Design mix_columns_enc_iter, sky130hd; sources not shown.
Figure 1. I/O pins on the die edge (run 1).
Bar = 50 µm. Pins as bars across the die edge, other pins in gray.
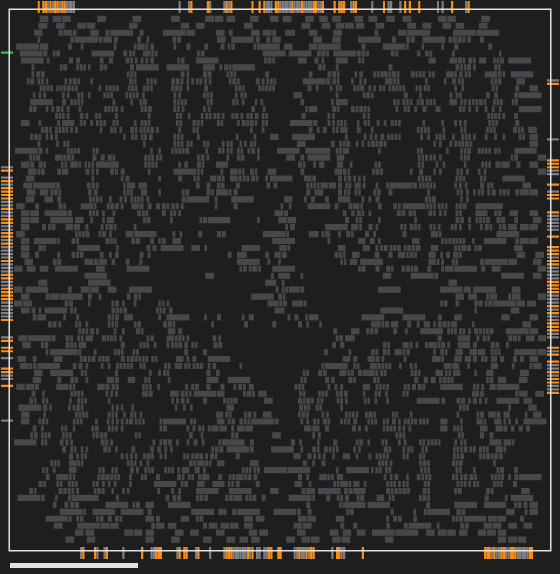
[o_Dout] orange | pins: 128 | direction: output | edge: 38 bottom, 34 top, 30 right, 26 left
[i_Clk] green | pins: 1 | direction: input | edge: left
all pins by edge: 77 bottom, 71 top, 59 right, 56 left
Die Y: 212 µm
die width: 212 µm
Port Buf Inserts: 262

Figure 2. Port wiring (run 1).
Bar = 50 µm.
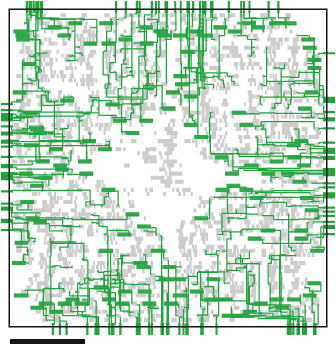
[o_Dout] green | direction: output | edge: 38 bottom, 34 top, 30 right, 26 left | end cells: 128 | buffers: 128 | wire: 8270 µm
Ports: 263

Figure 3. Congestion heat map (run 1).
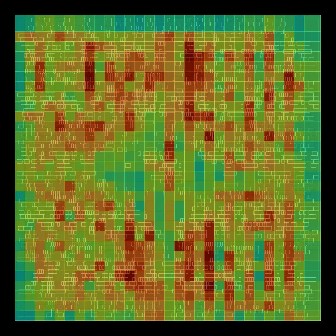
met1 Resource Use GR: 0.326
wire per inst: 16.8 µm

Figure 4. M2 wires (run 1).
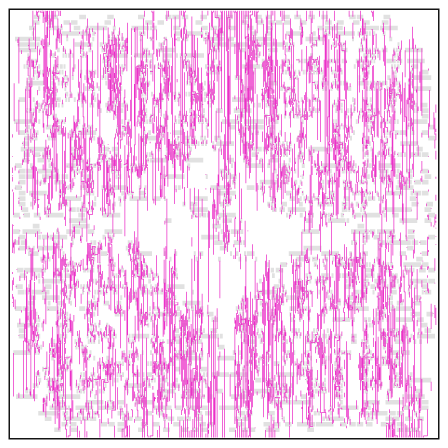
longest straight run: 70.4 µm
main direction: vertical
share of all routed wire: 46%
wire length on this layer: 25.1 mm
total number of vias: 15800
final wirelength: 54800 µm

==> results.py, run 1 <==
# Auto-generated metrics
metrics = {
    "cts": {
        "tritoncts": "built",
        "cts.clk_slew.worst_paths_ps": 90,
    },
    "pwr": {
        "p_leak_uw": 0.00891,
        "combPwrFrac": 0.752,
        "powerClk_uw": 958,
        "total_power_uw": 12500,
        "internal_power_uw": 5400,
        "power_frac_seq": 0.171,
    },
    "finish": {
        "fillers": 4837,
        "clockNetworkAreaShare": 0.0243,
        "area_growth_syn_to_layout_pct": 28.9,
    },
    "grt": {
        "grt_usage": 0.250,
        "global_route.usage.met2": 0.405,
    },
    "logic_synthesis": {
        "ys_cells": 2377,
        "synth.cellmix.simpleShare": 0.486,
        "synth-edff-count": 0,
        "logic_family": "simple AND/OR/NAND/NOR gates",
        "synthCells": 2377,
    },
    "placed_design": {
        "routabilityCongestion": 0.903,
    },
    "drt": {
        "first_pass_iters": 6,
    },
    "setup_path": {
        "cp_slowest_cell": "clkdlybuf4s50_1",
        "path_cells": "nor2_1 -> clkdlybuf4s50_1",
        "critPathKind": "reg2out",
    },
    "status": {
        "status": "complete, no violations",
    },
}
run 1: cell usage in the layout, fill, tap and decap left out, types with 2 or more instances in the layout:
master / netlist / layout
nand2_1: 1111 / 1111
nand3_1: 302 / 302
clkdlybuf4s50_1: 0 / 262
inv_1: 223 / 222
a21oi_1: 209 / 209
dfrtp_1: 133 / 133
nor2_1: 129 / 129
buf_2: 64 / 64
xnor2_1: 47 / 47
clkbuf_1: 44 / 44
xor2_1: 42 / 42
clkbuf_8: 0 / 20
nand3b_1: 14 / 14
inv_2: 10 / 10
a21oi_2: 7 / 7
a31oi_1: 7 / 7
or2_2: 6 / 6
clkinv_2: 0 / 6
nand2_2: 4 / 4
o21ai_0: 4 / 4
ha_1: 4 / 4
bufinv_16: 0 / 3
nor2_4: 2 / 2
nand2_4: 2 / 2
buf_6: 2 / 2
clkinv_1: 2 / 2
buf_1: 2 / 2
o211ai_1: 2 / 2
a21o_1: 2 / 2
run 1: through the flow:
| step | cell area [µm²] | util | std cells |
|---|---|---|---|
| after floorplan | 13200 | - | 2377 |
| after global placement | 16500 | 0.383 | 3224 |
| after detailed placement | 16600 | 0.384 | 3225 |
| after CTS | 17000 | 0.393 | 3256 |
| after global routing | 17000 | 0.393 | 3256 |
| final | 17000 | 0.393 | 3256 |
run 1: routing by layer:
| metal | vias up | part of all wire |
|---|---|---|
| met5 | - | 0.00024 |
| met4 | 2 | 0.023 |
| met3 | 56 | 0.056 |
| met2 | 386 | 0.46 |
| met1 | 7386 | 0.46 |
| li1 | 7993 | - |
run 1: cell families (layout without fill, tap and decap cells):
kind of cell,count (synthesis),in the layout
simple gates,1571,1571
compound gates,233,233
fa+ha+maj,4,4
buf+inv,347,641
xor+xnor,89,89
flops,133,133
==> run 2: changes to the inputs <==
==> constraint.sdc (replaced) <==
create_clock -name i_Clk -period 2.8 [get_ports i_Clk]
set_input_delay 0.56 -clock i_Clk [delete_from_list [all_inputs] [get_ports i_Clk]]
set_output_delay 0.56 -clock i_Clk [all_outputs]
set_load 0.01 [all_outputs]
Figure 5. Port wiring (run 2).
Bar = 50 µm.
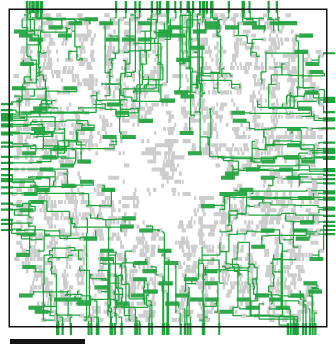
[o_Dout] green | direction: output | edge: 39 bottom, 34 top, 30 right, 25 left | end cells: 128 | buffers: 128 | wire: 8510 µm

Figure 6. The metal 1 layer (run 2).
Supply wires on this layer in gray.
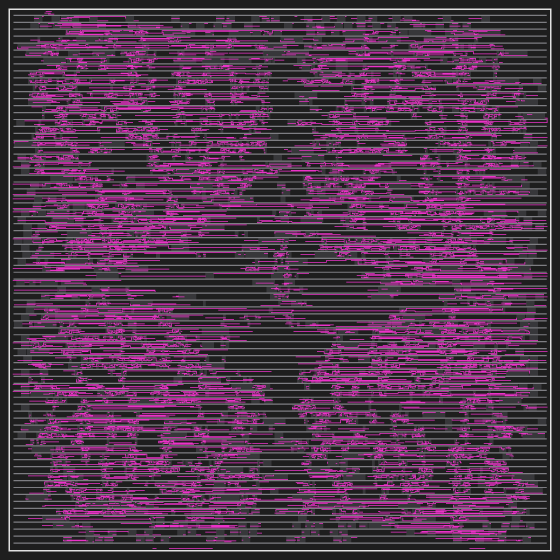
share of all routed wire: 47%
wire length on this layer: 25.5 mm
longest straight run: 64.4 µm
met1 Resource Use GR: 0.332
total number of vias: 15800
final wirelength: 54500 µm

==> run 2 against run 1 <==
Sequential share of layout area fell by 0.052 points. Total power increased by 97%. Hold slack worse by 180 ps. Critical path depth is the same. Die area unchanged. Setup slack lost 2200 ps. Critical endpoint unchanged. Wire length fell by 0.57%. Register-to-register slack got worse by 2800 ps. Clock power is 83% higher. Clock-buffer cell count increased by 1. Critical path type unchanged.
==> results.py, run 2 <==
# Auto-generated metrics
metrics = {
    "status": {
        "status": "complete, no violations",
    },
    "cts": {
        "worstSkewPairLatency_ps": 580,
        "cts_hold_buf": 0,
        "clock-sinks": 133,
        "cts.clk_slew.worst_paths_ps": 90,
        "ctsResizeCount": 0,
        "tritoncts": "built",
    },
    "logic_synthesis": {
        "ys_sh_xor": 0.0592,
        "synth_cell_types": 28,
        "syn_avg_cell_area_um2": 5.54,
        "ys.flops": 133,
        "yosys.area.top_type_share": 0.317,
        "logic_family": "simple AND/OR/NAND/NOR gates",
        "synthCells": 2377,
        "syn_area_um2": 13200,
        "synth-edff-count": 0,
        "ys.flop_type": "dfrtp_1",
        "post-synth-top-count-cell": "nand2_1",
        "ys_cells": 2377,
        "synth.cellmix.simpleShare": 0.486,
        "async_flop_share": 1.00,
    },
    "setup_path": {
        "cp_slowest_cell": "clkdlybuf4s50_1",
        "path_cells": "nor2_1 -> clkdlybuf4s50_1",
        "crit_required_ps": 2240,
        "cp-end-kind": "primary output",
        "critPathKind": "reg2out",
    },
    "finish": {
        "area_growth_syn_to_layout_pct": 29.2,
        "final_cell_mix": "1111 x nand2_1, 302 x nand3_1, 262 x clkdlybuf4s50_1",
        "fillers": 4746,
        "final_common_cell": "nand2_1",
        "diodes": 0,
    },
    "grt": {
        "grt_usage": 0.250,
        "grt_pass1_wl_um": 84600,
    },
    "die": {
        "die_y_um": 212,
        "io_pins": 263,
        "die_w_um": 212,
        "fp-row-count": 76,
        "fp_util": 0.305,
    },
    "drt": {
        "first_pass_iters": 6,
        "wire_per_inst_um": 16.7,
        "via_per_inst": 4.84,
        "drt_iter0_drc": 1062,
        "drc": 0,
    },
    "pwr": {
        "total_power_uw": 24700,
        "p_leak_uw": 0.00893,
    },
    "job": {
        "openroad.warnings": 29,
    },
    "placed_design": {
        "portBuffers": 262,
        "routabilityCongestion": 0.890,
    },
    "timing": {
        "max-slew-margin-rel": 0.294,
    },
}
==> run 2: cell counts after synthesis <==
Identical to the previous run, type by type.
==> run 2: cell families after synthesis <==
| logic type | count (synthesis) |
|---|---|
| simple gates | 1571 |
| xor+xnor | 89 |
| compound gates | 233 |
| flops | 133 |
| buf+inv | 347 |
| fa+ha+maj | 4 |
==> run 2: report_power, final <==
group          switching [µW]  internal, µW
sequential               1370          2900
clock                     946           805
combinational           11800          6870
==> run 2: area by class of cell <==
class / instances / area share
tap: 585 / 0.0430
inverter: 235 / 0.0521
buffer: 112 / 0.0303
timing repair buffer: 267 / 0.160
sequential: 133 / 0.196
clock inverter: 10 / 0.00456
multi-input combinational: 1897 / 0.496
clock buffer: 22 / 0.0178
==> run 2: layer usage <==
metal | vias up | share of wire | track usage
met1 | 7344 | 0.47 | 0.332
met4 | 0 | 0.020 | 0.0735
met5 | - | 0 | 0
met2 | 381 | 0.45 | 0.403
met3 | 57 | 0.057 | 0.0562
li1 | 7985 | - | -
==> run 2: stage by stage <==
step	util	area, µm²	setup slack (ps)	hold WS, ps	instances
finish	0.394	17000	374	393	3261
global route	0.394	17000	291	417	3261
CTS	0.394	17000	293	342	3261
detailed placement	0.385	16600	437	574	3229
global placement	0.383	16500	-1150	556	3224
floorplan	-	13200	589	528	2377
==> run 2: worst max-delay path, delay by kind of cell, from the launching register on <==
family        cells  cell delay (ps)
simple gates      1              210
flops             1              440
buf+inv           1              650
Power is estimated from default activity; no workload was simulated.
